===== src/rtl/universal_shift_reg_if.sv =====
// Control, serial and parallel signals of the universal shift register.
// master: word source/sink driving controls; slave: the register itself.
interface universal_shift_reg_if #(
    parameter int N = 8,
    parameter int W = 1
);
    localparam int CW = $clog2(N + 1);

    logic           clr;
    logic           load;
    logic           ena;
    logic           dir;
    logic           rot;
    logic [W-1:0]   ser_in;
    logic [N*W-1:0] par_in;
    logic [N*W-1:0] par_out;
    logic [W-1:0]   ser_out;
    logic [CW-1:0]  cnt;
    logic           full;
    logic           done;

    modport master (
        output clr, load, ena, dir, rot, ser_in, par_in,
        input  par_out, ser_out, cnt, full, done
    );

    modport slave (
        input  clr, load, ena, dir, rot, ser_in, par_in,
        output par_out, ser_out, cnt, full, done
    );
endinterface


===== src/rtl/universal_shift_reg.sv =====
// N-stage, W-bit-lane shift register: up/down shift, rotate, load, clear.
// Ports: clk, rst (async, active-high), bus (slave side of the interface).
module universal_shift_reg #(
    parameter int N = 8,
    parameter int W = 1
) (
    input logic                  clk,
    input logic                  rst,
    universal_shift_reg_if.slave bus
);
    localparam int CW = $clog2(N + 1);
    localparam logic [CW-1:0] CMAX = CW'(N);

    logic [N*W-1:0] stages;
    logic [N*W-1:0] shifted;
    logic [CW-1:0]  cnt_q;
    logic           done_q;

    // With N=1 the loops are empty and the single stage takes either
    // ser_in or itself, which covers the rotate-holds case.
    always_comb begin
        shifted = stages;
        if (!bus.dir) begin
            for (int i = N - 1; i > 0; i--) begin
                shifted[i*W +: W] = stages[(i-1)*W +: W];
            end
            shifted[0 +: W] = bus.rot ? stages[(N-1)*W +: W] : bus.ser_in;
        end else begin
            for (int i = 0; i < N - 1; i++) begin
                shifted[i*W +: W] = stages[(i+1)*W +: W];
            end
            shifted[(N-1)*W +: W] = bus.rot ? stages[0 +: W] : bus.ser_in;
        end
    end

    always_ff @(posedge clk or posedge rst) begin
        if (rst) begin
            stages <= '0;
            cnt_q  <= '0;
            done_q <= 1'b0;
        end else if (bus.clr) begin
            stages <= '0;
            cnt_q  <= '0;
            done_q <= 1'b0;
        end else if (bus.load) begin
            stages <= bus.par_in;
            cnt_q  <= '0;
            done_q <= 1'b0;
        end else if (bus.ena) begin
            stages <= shifted;
            if (cnt_q != CMAX) begin
                cnt_q <= cnt_q + CW'(1);
            end
            // Pulse only on the N-1 -> N transition, not while saturated.
            done_q <= (cnt_q == CMAX - CW'(1));
        end else begin
            done_q <= 1'b0;
        end
    end

    assign bus.par_out = stages;
    assign bus.ser_out = bus.dir ? stages[0 +: W] : stages[(N-1)*W +: W];
    assign bus.cnt     = cnt_q;
    assign bus.full    = (cnt_q == CMAX);
    assign bus.done    = done_q;
endmodule

===== src/flat_wrapper.sv =====
// flat-port wrapper written by rule: the top's interface ports become plain ports
module universal_shift_reg_flat 
#(
    parameter int N = 8,
    parameter int W = 1
)
  (clk, rst, bus_clr, bus_load, bus_ena, bus_dir, bus_rot, bus_ser_in, bus_par_in, bus_par_out, bus_ser_out, bus_cnt, bus_full, bus_done);
  universal_shift_reg_if #(.N(N), .W(W)) bus_i ();
  input logic clk;
  input logic rst;
  input wire logic [$bits(bus_i.clr)-1:0] bus_clr;
  input wire logic [$bits(bus_i.load)-1:0] bus_load;
  input wire logic [$bits(bus_i.ena)-1:0] bus_ena;
  input wire logic [$bits(bus_i.dir)-1:0] bus_dir;
  input wire logic [$bits(bus_i.rot)-1:0] bus_rot;
  input wire logic [$bits(bus_i.ser_in)-1:0] bus_ser_in;
  input wire logic [$bits(bus_i.par_in)-1:0] bus_par_in;
  output wire logic [$bits(bus_i.par_out)-1:0] bus_par_out;
  output wire logic [$bits(bus_i.ser_out)-1:0] bus_ser_out;
  output wire logic [$bits(bus_i.cnt)-1:0] bus_cnt;
  output wire logic [$bits(bus_i.full)-1:0] bus_full;
  output wire logic [$bits(bus_i.done)-1:0] bus_done;
  assign bus_i.clr = bus_clr;
  assign bus_i.load = bus_load;
  assign bus_i.ena = bus_ena;
  assign bus_i.dir = bus_dir;
  assign bus_i.rot = bus_rot;
  assign bus_i.ser_in = bus_ser_in;
  assign bus_i.par_in = bus_par_in;
  assign bus_par_out = bus_i.par_out;
  assign bus_ser_out = bus_i.ser_out;
  assign bus_cnt = bus_i.cnt;
  assign bus_full = bus_i.full;
  assign bus_done = bus_i.done;
  universal_shift_reg #(.N(N), .W(W)) u_core (.clk(clk), .rst(rst), .bus(bus_i));
endmodule

===== config.mk =====
export PLATFORM = sky130hd
export DESIGN_NAME = universal_shift_reg_flat
export DESIGN_NICKNAME = d
export VERILOG_FILES = /design/src/rtl/universal_shift_reg_if.sv /design/src/rtl/universal_shift_reg.sv /design/src/flat_wrapper.sv
export SDC_FILE = /design/constraint.sdc
export NUM_CORES = 1
export LEC_CHECK = 0
export CORE_AREA = 2 2 58 46
export CTS_CLUSTER_DIAMETER = 30
export DETAILED_ROUTE_END_ITERATION = 10
export DIE_AREA = 0 0 60 48
export HOLD_SLACK_MARGIN = 0.12
export PLACE_DENSITY = 0.65
export SLEW_MARGIN = 5
export SYNTH_ARGS = -nofsm -noshare
export SYNTH_HDL_FRONTEND = slang
export SYNTH_SLANG_ARGS = --single-unit

===== constraint.sdc =====
create_clock -name clk -period 1.3 [get_ports clk]
set_clock_uncertainty 0.05 [all_clocks]
set_input_delay 0.26 -clock clk [delete_from_list [all_inputs] [get_ports clk]]
set_output_delay 0.26 -clock clk [all_outputs]
set_load 0.05 [all_outputs]

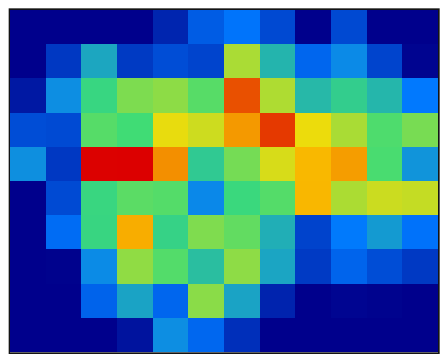
Fig. 1. Routed metal per tile.
The die is cut into 12 by 10 equal tiles; dark blue is low, red is high, scaled to the fullest tile. Values are wire area over tile area, all layers added.
tiles over half the peak: 32%
mean over tiles: 0.12
emptiest ninth of the die: south-east
fullest tile: 0.35
Routed WL: 2.149 mm
GRT Util Overall: 16.24%
via count: 774

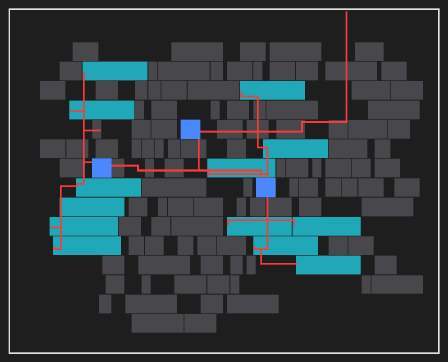
Fig. 2. Clock distribution.
[red] clock wires | length: 163 um
[cyan] flip-flops | count: 13
[blue] clock-net drivers | count: 3
routed clock nets: 4
Clk pwr share: 22.2%
worst skew pair latency: 0.27 ns
clock-net power: 0.000242 W

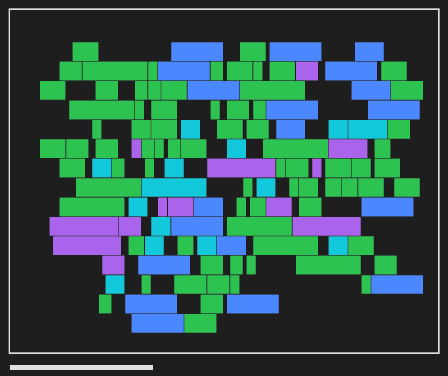
Fig. 3. Drive-strength map.
Bar = 20 um.
[cyan] x3 and x4 | cells: 14 | share: 11% | most used: buf_4
[blue] x6 and larger | cells: 19 | share: 16% | most used: buf_12
[green] x1 and smaller | cells: 76 | share: 62% | most used: clkdlybuf4s50_1
[purple] x2 | cells: 13 | share: 11% | most used: dfrtp_2

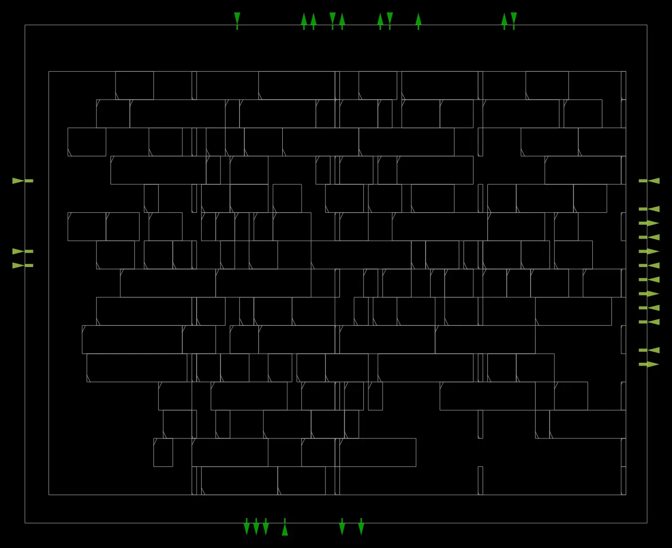
Fig. 4. Placement view.
Seq/total area: 23.45%
Fill cells: 188
Final Non-Filler Cells: 156

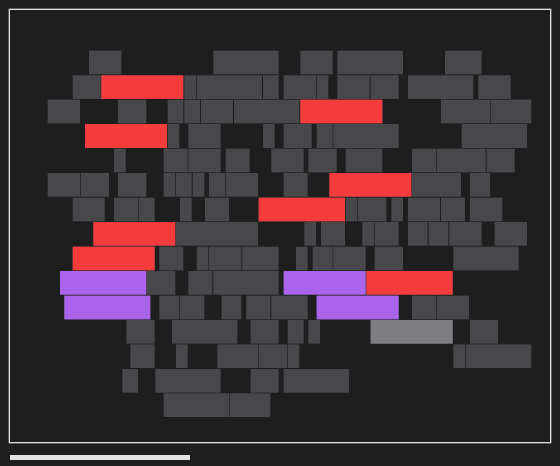
Fig. 5. Where the registers sit.
Bar = 20 um.
[purple] u_core.bus.cnt | sequential cells: 4
[red] u_core.bus.par_out | sequential cells: 8
Seq power: 0.000456 W
Flop area: 330.3 sq um
final design utilization: 62.04%

==> impl_metrics.ini <==
; synthesis and place-and-route metrics
[placed_design]
pre_cts_ws_ns = -0.3881
post-place-cells = 149
portBuffers = 30
place_area_sq_mm = 0.001297

[route]
route.detailed.drc = 0
drtIter0Drc = 50
dr.pass1.iters = 4
antenna_left = 0
viasPerCell = 4.962

[worst_setup_path]
arrival_ns = 1.21
worstPathCellList = inv_2 > ha_4 > and3b_2 > buf_12
crit_start = u_core.bus.cnt[1]
crit_path_end_kind = output pin
rr_worst_depth = 6
rr_endpoint = u_core.bus.cnt[0]
start_kind = flop
slowest_stage = dfrtp_2
required_ns = 0.99
rr_startpoint = u_core.bus.cnt[0]

[synthesis]
ys_cells = 80
simple_gate_area_share_pct = 16.18
largest_area_cell = dfrtp_1
ys_sh_aoi_pct = 19.93
yosysMostFrequentCell = dfrtp_1
ys.flops = 13
synthDominantCellAreaShare_pct = 42.48
yosysWarnings = 0
mux_share_pct = 9.314
yosys_area_sq_um = 765.7
synth_xor_xnor_area_share_pct = 2.288
synthTopCellsByArea = dfrtp_1, mux2i_1, a22o_1
synthTopCellsByCount = dfrtp_1, nor2_1, a21oi_1
adder_share_pct = 3.268

[clocking]
ctsHtreeMaxLevel = 1
cts_tree = built
clock_tree.root_cell = clkbuf_4
cts_buffers = 3
cts_max_path_buffers = 2

[cells_and_area]
antenna_cells = 0
drive_gt1_share_pct = 37.70
nClkBuffers = 4
syn2layout_area_growth_pct = 83.99
nets = 141
fin_area_sq_mm = 0.001409
dominant_cells = non-clock buffers

[floorplan]
chipArea_sq_mm = 0.002880
die_x_um = 60
placeableCoreArea_sq_mm = 0.002271
n_tap_cell = 34

[timing]
setup_viol = 4
worstMarginPinSlew_ns = 0.3830
timing.fmax_mhz = 657.4
rsz0062_at_grt = yes
slew_headroom_pct = 74.47
hold_viol = 0
setup_slack_ns = -0.2212

[run_status]
status = finished with violations
violations = negative setup slack

[power]
power_density_mw_per_mm2 = 775.3
top_power_group = registers
p_int_w = 0.0007454

[job]
drv_cap = 0

[global_route]
antenna_found_initial = 0
grt_max_degree = 14
gr-total-overflow = 0
metal layers:
metal  wire (um)  share of wire [%]  global-route usage (%)
met5           0                  0                       0
met3         112                5.2                   5.946
met4          17               0.79                   3.111
met1         987                 46                   20.92
met2        1031                 48                   26.74
cells in the final DEF, fill, tap and decap left out, drive strengths merged:
cell           count
clkbuf             4
o21ai              2
nand4b             1
nand3b             1
xor2               2
or3                1
buf               28
and3b              1
clkdlybuf4s50     11
nand2              3
mux2               1
a2111oi            2
o31ai              2
nand4              1
inv                5
dfrtp             13
nand2b             2
nor2               9
a22o               6
a21oi              8
nor2b              2
nor3               2
mux2i              6
ha                 2
o41ai              2
dlymetal6s2s       2
or2                1
dlygate4sd2        2
flip-flops by register name (all words and copies together), names as in the netlist:
signal / count
u_core.bus.par_out: 8
u_core.bus.done: 1
u_core.bus.cnt: 4
No activity file was given, so power comes from the tool's default toggle rates.
